**config.mk**
```make
export PLATFORM = sky130hd
export DESIGN_NAME = psc_trigger_conditioner
export DESIGN_NICKNAME = d
export VERILOG_FILES = /design/src/rtl/psc_trigger_conditioner.sv
export SDC_FILE = /design/constraint.sdc
export NUM_CORES = 1
export LEC_CHECK = 0
export ABC_CLOCK_PERIOD_IN_PS = 2600
export CAP_MARGIN = 5
export CORE_ASPECT_RATIO = 0.7
export CORE_MARGIN = 2
export CORE_UTILIZATION = 40
export DETAILED_ROUTE_END_ITERATION = 10
export GPL_ROUTABILITY_DRIVEN = 1
export SYNTH_ARGS = -nofsm -noshare
export SYNTH_HDL_FRONTEND = slang
export SYNTH_SLANG_ARGS = --single-unit
```
**constraint.sdc**
```tcl
create_clock -name clk -period 2.6 [get_ports clk]
set_input_delay 0.26 -clock clk [delete_from_list [all_inputs] [get_ports clk]]
set_output_delay 0.26 -clock clk [all_outputs]
set_load 0.02 [all_outputs]
```
**src/rtl/psc_trigger_conditioner.sv**
```systemverilog
// EVR trigger conditioner: synchronize, deglitch, delay, stretch, hold off.
// Ports: clk, reset, evr_in, enable, delay_cycles, clr_missed -> trig_out, busy, missed_count.
module psc_trigger_conditioner #(
  parameter int FILTER_LEN     = 4,
  parameter int STRETCH_CYCLES = 60,
  parameter int HOLDOFF_CYCLES = 1000
) (
  input  logic        clk,
  input  logic        reset,
  input  logic        evr_in,
  input  logic        enable,
  input  logic [15:0] delay_cycles,
  input  logic        clr_missed,
  output logic        trig_out,
  output logic        busy,
  output logic [7:0]  missed_count
);

  localparam int FCW = (FILTER_LEN > 1) ? $clog2(FILTER_LEN) : 1;
  localparam int SW  = $clog2(STRETCH_CYCLES + 1);
  localparam int HW  = $clog2(HOLDOFF_CYCLES + 1);
  localparam int CW0 = (SW > 16) ? SW : 16;
  localparam int CW  = (HW > CW0) ? HW : CW0;

  localparam logic [FCW-1:0] FLT_LAST = FCW'(FILTER_LEN - 1);
  localparam logic [CW-1:0]  STR_LAST = CW'(STRETCH_CYCLES - 1);
  localparam logic [CW-1:0]  HLD_LAST = CW'(HOLDOFF_CYCLES - 1);

  typedef enum logic [1:0] {
    IDLE,
    DELAY,
    PULSE,
    HOLDOFF
  } state_t;

  logic           s1;
  logic           s2;
  logic [FCW-1:0] flt_cnt;
  logic           level;
  logic           evt;

  state_t         state;
  state_t         state_n;
  logic [CW-1:0]  cnt;
  logic [CW-1:0]  cnt_n;
  logic           miss;

  always_ff @(posedge clk) begin
    if (reset) begin
      s1 <= 1'b0;
      s2 <= 1'b0;
    end else begin
      s1 <= evr_in;
      s2 <= s1;
    end
  end

  // The level flips on the FILTER_LEN-th consecutive differing sample;
  // any agreeing sample restarts the run. evt fires on the same edge
  // the level rises, so it is a single-cycle strobe.
  always_ff @(posedge clk) begin
    if (reset) begin
      flt_cnt <= '0;
      level   <= 1'b0;
      evt     <= 1'b0;
    end else begin
      evt <= (s2 != level) && (flt_cnt == FLT_LAST) && s2;
      if (s2 == level) begin
        flt_cnt <= '0;
      end else if (flt_cnt == FLT_LAST) begin
        level   <= s2;
        flt_cnt <= '0;
      end else begin
        flt_cnt <= flt_cnt + 1'b1;
      end
    end
  end

  // cnt holds the remaining cycles minus one for the current state.
  always_comb begin
    state_n = state;
    cnt_n   = cnt;
    miss    = 1'b0;
    unique case (state)
      IDLE: begin
        if (evt && enable) begin
          if (delay_cycles == 16'd0) begin
            state_n = PULSE;
            cnt_n   = STR_LAST;
          end else begin
            state_n = DELAY;
            cnt_n   = CW'(delay_cycles - 16'd1);
          end
        end
      end
      DELAY: begin
        miss = evt;
        if (cnt == '0) begin
          state_n = PULSE;
          cnt_n   = STR_LAST;
        end else begin
          cnt_n = cnt - 1'b1;
        end
      end
      PULSE: begin
        miss = evt;
        if (cnt == '0) begin
          if (HOLDOFF_CYCLES == 0) begin
            state_n = IDLE;
          end else begin
            state_n = HOLDOFF;
            cnt_n   = HLD_LAST;
          end
        end else begin
          cnt_n = cnt - 1'b1;
        end
      end
      HOLDOFF: begin
        miss = evt;
        if (cnt == '0) begin
          state_n = IDLE;
        end else begin
          cnt_n = cnt - 1'b1;
        end
      end
      default: begin
        state_n = IDLE;
      end
    endcase
  end

  // Outputs are registered from the next state so they line up
  // exactly with the state register.
  always_ff @(posedge clk) begin
    if (reset) begin
      state    <= IDLE;
      cnt      <= '0;
      trig_out <= 1'b0;
      busy     <= 1'b0;
    end else begin
      state    <= state_n;
      cnt      <= cnt_n;
      trig_out <= (state_n == PULSE);
      busy     <= (state_n != IDLE);
    end
  end

  always_ff @(posedge clk) begin
    if (reset) begin
      missed_count <= 8'd0;
    end else if (clr_missed) begin
      missed_count <= 8'd0;
    end else if (miss && (missed_count != 8'hFF)) begin
      missed_count <= missed_count + 8'd1;
    end
  end

endmodule

```
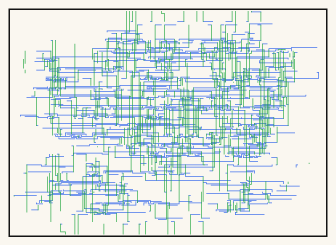
Figure 1: run 1, metal layers overlaid.
Only two layers are drawn.
[green] M2 | wire length: 2180 um
[blue] M1 | wire length: 2930 um

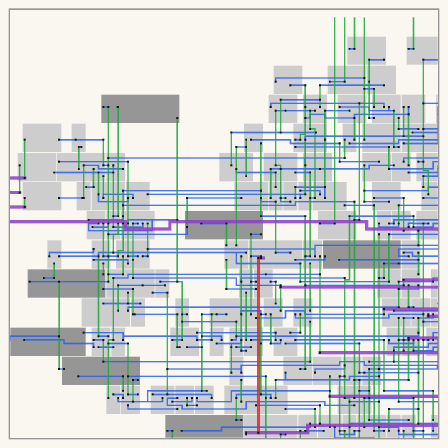
Figure 2: run 1, zoomed window.
Window x 3 to 43, y 25 to 65 um. Cells in grey, sequential cells in the stronger grey; small squares are vias.
[red] M4
[green] M2
[blue] M1
[purple] M3
cells with their middle in the window: 102
most frequent: nor2_1 (10), buf_4 (10)
netlist names of flops here include: cnt (7)
sequential cells in the window: 7

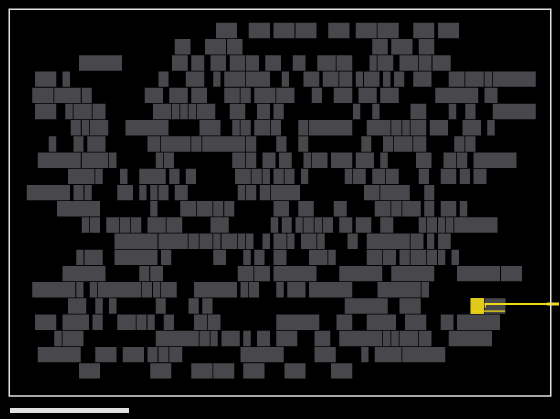
Figure 3: run 1, I/O nets highlighted.
Scale bar: 20 um.
[yellow] evr_in | bits: 1 | direction: input | end cells: 1 | buffers: 1 | wire: 16.8 um

==> summary.txt, run 1 <==
XOR/XNOR Fraction of Synth Area: 7.917%
Post-CTS sizing: 0
Max incr delay on CP: 0.58 ns
Top cell excl fill/tap: nor2_1
Clock Pin Slew Worst Setup and Hold Paths: 0.08 ns
Met2 WL: 2.181 mm
Iter 0 DRT Violations: 237
Cycle use final: 92.28%
CP max-delay cell: or4_4
Final setup fails: 0
Pwr top: sequential cells
Clk power: 0.000398 W
P per Cell Area: 377.1 mW/mm^2
Antenna diodes: 0
CP endpoint kind: flip-flop
Via count: 2162
Top Registers: cnt: 16 flops, missed_count: 8 flops
Fin worst setup slack: 0.2006 ns
Crit path arrival time: 2.63 ns
Buf/Inv on CP: 1
CORE AREA: 0.005147 mm^2
CP Class: primary input to flip-flop
Root buf cell: clkbuf_8
Internal cell power: 0.0007662 W
Vias in the first global route: 1926
Mux frac, synth: 0.9524%
GR peak layer: met1
Initial antenna violation count: 0
Synth Instances: 279
Maximum clock frequency: 416.8 MHz
Share of cells above drive strength 1: 11.31%
Met3 wire length: 389 um
Max FFs per register: 16
Final setup TNS: 0 ns
Unique cell types: 46
R2r setup slk: 0.44 ns
Worst hold endpoint: flt_cnt[0]
Worst setup SP type: primary input
Area Growth Syn to Fin: 28.45%
Static Leakage: 0.9999 nW
Syn Nets: 305
Port Buf Inserts: 30
Worst slew margin: 47.35%
RSZ-0062 raised after global routing: no
Wire per inst: 13.89 um
# H-tree levels: 2
Hold Worst Slack: 0.4304 ns
Hold Buf Count CTS: 0
Status: completed
Routed met1 length: 2.933 mm
Met1 usage in global routing: 30.79%
Largest net degree at the start of global routing: 15
-- run 1: how the worst max path moves through the flow --
stage               depth (start not counted)        startpoint       to  slack, ns
finish                                      7  delay_cycles[10]  cnt[14]       0.20
global route                                7  delay_cycles[10]   cnt[1]       0.08
CTS                                         7  delay_cycles[10]  cnt[14]       0.22
detailed placement                          7  delay_cycles[10]  cnt[14]      -0.09
global placement                            7  delay_cycles[10]  cnt[14]      -0.04
floorplan                                   6  delay_cycles[10]  cnt[14]       0.46
-- run 1: area by class of cell --
class / count / area (um^2) / area share, %
repair buffers: 52 / 465.4 / 17.24
clock buffers: 5 / 68.82 / 2.549
inverters: 11 / 41.29 / 1.529
clock inverters: 3 / 21.27 / 0.7878
well taps: 72 / 90.09 / 3.336
multi-input cells: 222 / 1333 / 49.35
flip-flops and latches: 34 / 680.7 / 25.21
==> run 1 -> run 2 <==
ABC_CLOCK_PERIOD_IN_PS = 2000   (was 2600)
clock period = 2 ns   (was 2.6 ns; I/O delays follow)
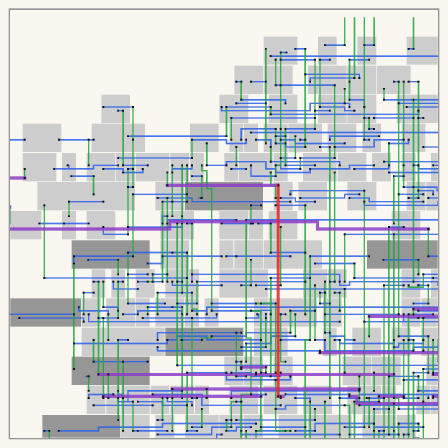
Figure 4: run 2, zoomed window.
Window x 3 to 43, y 25 to 65 um. Cells in grey, sequential cells in the stronger grey; small squares are vias.
[green] M2
[blue] M1
[purple] M3
[red] M4
most frequent: buf_4 (27), nor2_1 (10)
sequential cells in the window: 7
cells with their middle in the window: 117
netlist names of flops here include: cnt (7)

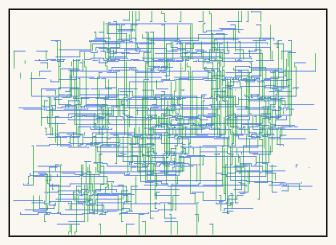
Figure 5: run 2, metal layers overlaid.
Only two layers are drawn.
wire per inst: 14.52 um
overall global routing resource usage: 20.84%
Routed Wire Length: 6.358 mm
via count: 2366

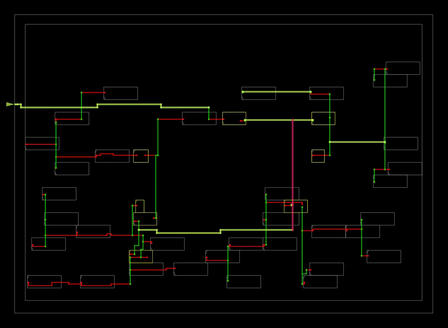
Figure 6: run 2, clock routing.
Final Skew: 0.004322 ns
later-pin clock latency in the skew report: 0.29 ns
CTS buffer count: 5
CTS sink count: 34
Clk power: 0.000527 W

==> summary.txt, run 2 <==
Cell accounting for the most synthesized area: dfxtp_1
CP endpoint kind: flip-flop
Worst Hold Depth: 1
Hold Worst Slack: 0.4298 ns
Cell area after layout: 0.003092 mm^2
Largest net degree at the start of global routing: 14
Clock Pin Slew Worst Setup and Hold Paths: 0.07 ns
Final setup fails: 0
Clk pwr share: 39.2%
P per Cell Area: 434.7 mW/mm^2
Static Leakage: 1.251 nW
Syn Nets: 305
Share of cells above drive strength 1: 27.32%
Setup fix buffers added after clock tree synthesis: 2
# Cells Yosys: 279
Gate power share: 10.2%
Cycle use final: 97.52%
Vias in the first global route: 2023
Post-DP Area: 0.002859 mm^2
Port Buf Inserts: 30
Max FFs per register: 16
Top Registers: cnt: 16 flops, missed_count: 8 flops
CORE AREA: 0.005147 mm^2
Row count: 22
Final setup TNS: 0 ns
Worst Hold Class: flip-flop to flip-flop
Final Hold Vio Count: 0
DRC: 0
Max incr delay on CP: 0.31 ns
Beginning of the critical path: cnt[0]
Unique cell types: 46
Internal cell power: 0.001002 W
# H-tree levels: 2
Initial antenna violation count: 0
Antenna diodes: 0
Critical path depth: 10
Synthesis area per yosys: 0.002102 mm^2
DP Cell Count: 423
Most frequent cells in the layout: buf_4, nor2_1, dfxtp_1, a21oi_1, nand2_1
Antenna Nets Post-Route: 0
Crit path arrival time: 2.17 ns
Top post-synthesis cells by area: dfxtp_1, nor2_1, a21oi_1, o21ai_0, xnor2_1
Post-CTS sizing: 34
Final Util: 60.06%
Register share after synthesis: 32.38%
Hold Buf Count CTS: 0
Iter 0 DRT Violations: 173
Syn Area/Cell: 7.534 um^2
Fin worst setup slack: 0.04959 ns
Synth Instances: 279
Most used DFF post-synth: dfxtp_1
R2r setup slk: 0.05 ns
Worst hold endpoint: flt_cnt[0]
HPWL Detailed: 4.623 mm
R2r endpoint: cnt[3]
Yosys warning tally: 0
Switch share: 25.43%
Buf/Inv on CP: 3
Most frequent cells after synthesis: nor2_1, dfxtp_1, a21oi_1
Final instance count without filler cells: 438
CP Class: flip-flop to flip-flop
Worst setup SP type: flip-flop
Max_cap viols: 0
Root buf cell: clkbuf_8
Detailed Routing Iterations Pass 1: 5
Worst slew margin: 71.30%
Req. time, crit path: 2.22 ns
Area of the die: 0.005860 mm^2
CP max-delay cell: dfxtp_1
CP Cell Sequence: inv_1 -> ha_2 -> nor4b_4 -> nand4_1 -> buf_6 -> o21a_4 -> buf_4 -> nand3_1 -> o21ai_1 -> nor3_1
Pwr top: sequential cells
DIE WIDTH: 90.65 um
Logic power comb: 0.000137 W
Worst setup path endpoint: cnt[3]
OpenROAD warnings: 29
R2r startpoint: cnt[0]
Fin crit period: 1.950 ns
Maximum clock frequency: 512.7 MHz
# nets final: 391
TritonCTS clock tree: done
Total power: 0.001344 W
Initial Utilization: 40.84%
Area Growth Syn to Fin: 47.08%
Top cell excl fill/tap: buf_4
Status: completed
Die height: 64.65 um
## run 2: cell counts after synthesis
Identical to the previous run, type by type.
## run 2: cell families (layout without fill, tap and decap cells)
family,count (synthesis),after routing,share of synthesized area [%]
mux,2,2,0.9524
compound gates,73,73,21.13
simple gates,122,122,29.94
buf+inv,23,110,4.226
flops,34,34,32.38
xor+xnor,19,19,7.917
fa+ha+maj,6,6,3.452
## run 2: layout make-up
type	count	area [um^2]
Inverter	11	41.29
Multi-Input combinational cell	222	1441
Timing Repair Buffer	91	747.0
Clock inverter	3	21.27
Sequential cell	34	681.9
Tap cell	72	90.09
Clock buffer	5	68.82
Fill cell	470	2056
## run 2: layer usage
layer	share of wire (%)	global-route usage, %
met1	49	32.60
met2	42	27.99
met3	7.8	5.465
met4	1.1	4.038
met5	0	0
Power figures rest on the tool's default switching activity, not on a simulated workload.
